### config.mk
export PLATFORM = sky130hd
export DESIGN_NAME = display_scanner
export DESIGN_NICKNAME = d
export VERILOG_FILES = /design/src/rtl/display_scanner.sv
export SDC_FILE = /design/constraint.sdc
export NUM_CORES = 1
export LEC_CHECK = 0
export CORE_UTILIZATION = 54
export DETAILED_ROUTE_END_ITERATION = 7
export PLACE_DENSITY = 0.91
export SYNTH_ARGS = -nofsm -noshare
export SYNTH_HDL_FRONTEND = slang
export SYNTH_SLANG_ARGS = --single-unit
### constraint.sdc
create_clock -name clk -period 3.1 [get_ports clk]
set_input_delay 0.62 -clock clk [delete_from_list [all_inputs] [get_ports clk]]
set_output_delay 0.62 -clock clk [all_outputs]
set_load 0.01 [all_outputs]
### src/rtl/display_scanner.sv
// Multiplexed hex display scanner: per-digit time slots, frame-wide snapshot, 16-step PWM dimming.
// Optional macro LEADING_ZERO_BLANK_EN darkens digits above the most significant nonzero nibble.
module display_scanner #(
  parameter int unsigned NUM_DIGITS  = 4,
  parameter int unsigned REFRESH_DIV = 100000
) (
  input  logic                    clk,
  input  logic                    rst,
  input  logic [4*NUM_DIGITS-1:0] data,
  input  logic [NUM_DIGITS-1:0]   dp,
  input  logic [NUM_DIGITS-1:0]   blank,
  input  logic [3:0]              brightness,
  output logic [NUM_DIGITS-1:0]   cathode,
  output logic [7:0]              segmentout,
  output logic                    frame_start
);

  localparam int unsigned PW = (REFRESH_DIV > 1) ? $clog2(REFRESH_DIV) : 1;
  localparam int unsigned IW = $clog2(NUM_DIGITS);

  logic [PW-1:0]           pre;
  logic [IW-1:0]           idx;
  logic [3:0]              pwm;
  logic [4*NUM_DIGITS-1:0] snap_data;
  logic [NUM_DIGITS-1:0]   snap_dp;
  logic [NUM_DIGITS-1:0]   snap_blank;

  logic                    pre_wrap;
  logic                    frame_wrap;
  logic [3:0]              nib;
  logic                    cur_dp;
  logic                    lit;
  logic [NUM_DIGITS-1:0]   cathode_d;
  logic [7:0]              segment_d;
  logic                    frame_start_d;

  // Active-low {dp,g,f,e,d,c,b,a} with the dp segment off.
  function automatic logic [7:0] hex_seg(input logic [3:0] v);
    case (v)
      4'h0: hex_seg = 8'hC0;
      4'h1: hex_seg = 8'hF9;
      4'h2: hex_seg = 8'hA4;
      4'h3: hex_seg = 8'hB0;
      4'h4: hex_seg = 8'h99;
      4'h5: hex_seg = 8'h92;
      4'h6: hex_seg = 8'h82;
      4'h7: hex_seg = 8'hF8;
      4'h8: hex_seg = 8'h80;
      4'h9: hex_seg = 8'h90;
      4'hA: hex_seg = 8'h88;
      4'hB: hex_seg = 8'h83;
      4'hC: hex_seg = 8'hC6;
      4'hD: hex_seg = 8'hA1;
      4'hE: hex_seg = 8'h86;
      default: hex_seg = 8'h8E;
    endcase
  endfunction

  assign pre_wrap   = (pre == PW'(REFRESH_DIV - 1));
  assign frame_wrap = pre_wrap && (idx == IW'(NUM_DIGITS - 1));

  // Slot timing, PWM phase and the frame snapshot (loaded as idx wraps to 0).
  always_ff @(posedge clk) begin
    if (rst) begin
      pre        <= '0;
      idx        <= '0;
      pwm        <= '0;
      snap_data  <= '0;
      snap_dp    <= '0;
      snap_blank <= '1;
    end else begin
      pwm <= pwm + 4'd1;
      pre <= pre_wrap ? '0 : pre + PW'(1);
      if (pre_wrap) begin
        idx <= (idx == IW'(NUM_DIGITS - 1)) ? '0 : idx + IW'(1);
      end
      if (frame_wrap) begin
        snap_data  <= data;
        snap_dp    <= dp;
        snap_blank <= blank;
      end
    end
  end

`ifdef LEADING_ZERO_BLANK_EN
  logic [IW-1:0] lz_top;

  // Index of the most significant nonzero snapshot nibble; 0 when all are zero.
  always_comb begin
    lz_top = '0;
    for (int i = 0; i < NUM_DIGITS; i++) begin
      if (snap_data[4*i +: 4] != 4'h0) lz_top = IW'(i);
    end
  end
`endif

  always_comb begin
    nib           = snap_data[4*idx +: 4];
    cur_dp        = snap_dp[idx];
    lit           = (pwm <= brightness) && !snap_blank[idx];
    segment_d     = hex_seg(nib) & {~cur_dp, 7'h7F};
    frame_start_d = (pre == '0) && (idx == '0);
`ifdef LEADING_ZERO_BLANK_EN
    // Suppressed leading digit keeps only a requested decimal point.
    if (idx > lz_top) begin
      if (cur_dp) segment_d = 8'h7F;
      else        lit = 1'b0;
    end
`endif
    cathode_d = lit ? ~(NUM_DIGITS'(1) << idx) : '1;
    if (!lit) segment_d = 8'hFF;
  end

  always_ff @(posedge clk) begin
    if (rst) begin
      cathode     <= '1;
      segmentout  <= 8'hFF;
      frame_start <= 1'b0;
    end else begin
      cathode     <= cathode_d;
      segmentout  <= segment_d;
      frame_start <= frame_start_d;
    end
  end

endmodule

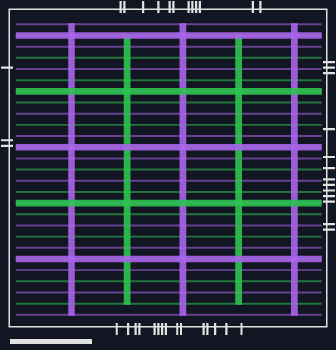
Fig. 1. Floorplan with the power grid.
Scale bar: 20 µm. Pins as bars on the die edge.
Purple is VSS. Green is VDD.
5 straps on met4. The core has 26 rows. 43 signal pins sit on the boundary. 5 straps on met5.

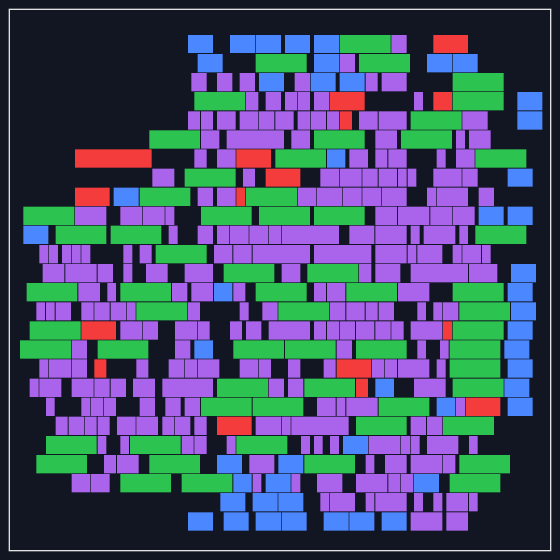
Fig. 2. Cells colored by class.
Green is flip-flops, cells 60, share of their area 34%. Red is clock drivers and dummy loads, cells 16, share of their area 5.2%. Blue is other buffers and delay cells, cells 48, share of their area 13%. Purple is all other logic, cells 239, share of their area 48%.

==> run notes <==
Latest figures from synthesis and place and route.

The run finished with clean final reports. The horizontal die dimension reported for this design is 76.93 µm. The leading cell category by total area is multi-input combinational cells. The classification of the worst-slack hold path is register to register. Once detail routing completed, the nets flagged for antenna violations numbered 0. The post-synth net total is 370.

The cell sequence reported for the critical path is buf_4, ha_1, buf_4, inv_1, nor3_4, mux2i_1. The count of buffers added on input and output ports is 42. The cell occurring most often along the worst timing path is sky130_fd_sc_hd__buf_4. Per Yosys stat, the portion of area used by sequential elements is 39.62%. The tally of filler cells in the layout is 405. Counting flops with an async set or reset pin after synthesis yields a share of 0%. The hold violation count in the final report is 0. The area occupied by registers is 1201 µm². The number of max-cap violations is 0.

Dividing the synthesized area by the synthesized cell count gives 9.386 µm². The capture instance of the worst register-to-register path is snap_blank[1]$_SDFFE_PP1P_. In this run the worst setup path begins at idx[0]$_SDFFE_PP0N_. The arithmetic-cell share of the synthesized area counting full adders, half adders and majority gates is 7.016%. On the reported timing paths, the clock transition at the registers reads 0.07 ns.

Grouping non-sequential cells by family puts the most area in simple AND/OR/NAND/NOR gates. Headroom to the max-slew limit came out at 50.92%. For the sequential group, total power comes out at 786 µW. The total negative slack for setup checks is 0 ns. After technology mapping, the gate count stands at 323. In this run the layout overhead on the synthesized area is reported as 19.98%.

The clock network power is 667 µW. Pins over their slew limit in the final report were tallied at 0. The final layout report lists a non-clock buffer count of 48. Per the final report, the share of cell area in clock cells is 5.057%. The placeable core region is 5270 µm². The last weighted congestion value of the routability-driven placer is 0.8735. Once routing completed, OpenROAD measured the worst setup slack at 0.8136 ns. The number of rows in the core area is 26.

The initial utilization of the core area, before any placement, comes to 57.53%. In this run the deepest clock path goes through 2 buffers. Per the layout area report, the combinational gate area comes to 1635 µm². Clock tree synthesis inserted a total of 9 buffers. The number of placed instances with taps included is 417. The type of the setup path with the least slack is register to register. The stage-log warning count is 35.

The worst-path cell with the longest stage delay is sky130_fd_sc_hd__dfxtp_1. The number of sequential cells reported for the layout is 60. The maximum fanout along the worst path is 22. The number of violations reported at the end of detailed-routing iteration 0 is 201. The area of the mapped netlist is 3032 µm². The yosys-reported design area after synthesis is 3032 µm². The number of gates resized after cts is 0.

The share of synthesized cell area in and-or and or-and compound cells is 14.20%. The capturing element type of the critical path is a register. The clock arrives with 0.006758 ns of skew. The register with the most flip-flops in the layout has 17 of them. In this run the power density over the cells is 422.8 nW/µm². The clock tree synthesis step divided the H-tree into 3 levels. The data required time of the critical path is 3.36 ns. The number of flops mapped to enable cells by yosys is 0. The number of non-filler instances in the completed layout is 433. The maximum ir drop on the vdd rail is 384.2 µV. Per STA, the highest per-stage delay on the worst path measures 0.45 ns.

The share of the synthesized netlist area taken by xor and xnor gates is 4.045%. The number of vias per cell is 5.894. The total of warnings raised by yosys is 0. In this run the register-to-register setup slack is 0.81 ns. The worst setup path is launched from a register. The fraction of cell area in sequential cells is reported as 33.02%. The y dimension of the die is 76.93 µm. Leaving out fill and tap cells, the most frequent cell in the layout is sky130_fd_sc_hd__dfxtp_1. Looking at the hold checks, the worst path lands on pre[0]$_SDFF_PP0_.

The launch point of the worst register-to-register path is recorded as idx[0]$_SDFFE_PP0N_. The clock latency at the later pin of the worst-skew pair is 0.34 ns. The simple-gate share of the synthesized area is 19.48%.

Power comes to 1538 µW. The layout inverter count without the clock tree is 17.
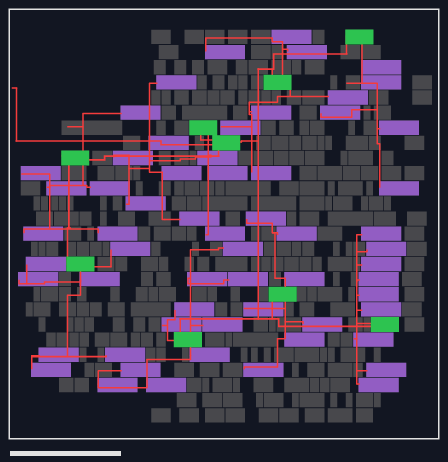
Fig. 3. Clock network drawn from the DEF.
Scale bar: 20 µm.
Red is clock wires, length 716 µm. Green is cells driving clock nets, count 9. Purple is flip-flops, count 60.
There are 10 routed clock nets.

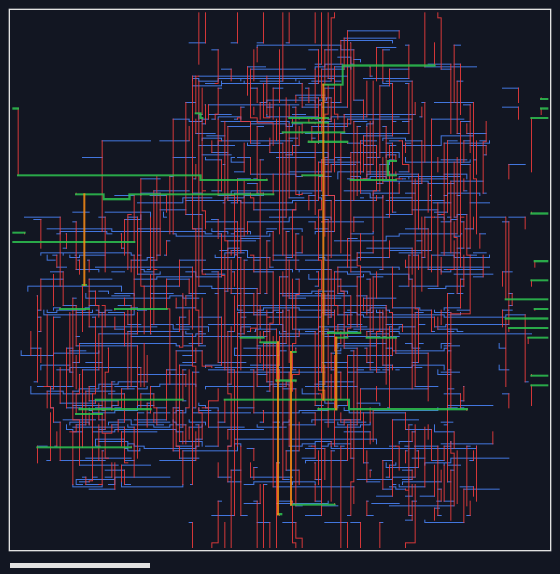
Fig. 4. Wiring by layer.
Scale bar: 20 µm.
Red is met2, wire length 3300 µm. Green is met3, wire length 296 µm. Blue is met1, wire length 2650 µm. Orange is met4, wire length 114 µm.

[layer usage]
| layer | vias up | routed length, µm | GRT usage [%] |
|---|---|---|---|
| met4 | 0 | 114 | 11.35 |
| met2 | 69 | 3299 | 39.91 |
| met5 | - | 0 | 0 |
| met3 | 11 | 295 | 6.667 |
| li1 | 1258 | - | - |
| met1 | 1214 | 2648 | 27.68 |
[cell usage after synthesis (all sizes together), types with 3 or more instances]
cell,number
ha,17
and3,3
nor2,25
a21oi,29
mux2i,11
inv,17
buf,14
mux2,3
nand3,9
mux4,6
o31ai,22
nand2,12
nand4,29
or3,5
xor2,10
xnor2,4
dfxtp,60
and4,4
o221ai,3
clkbuf,10
o21ai,6
Power and IR drop assume default switching activity.
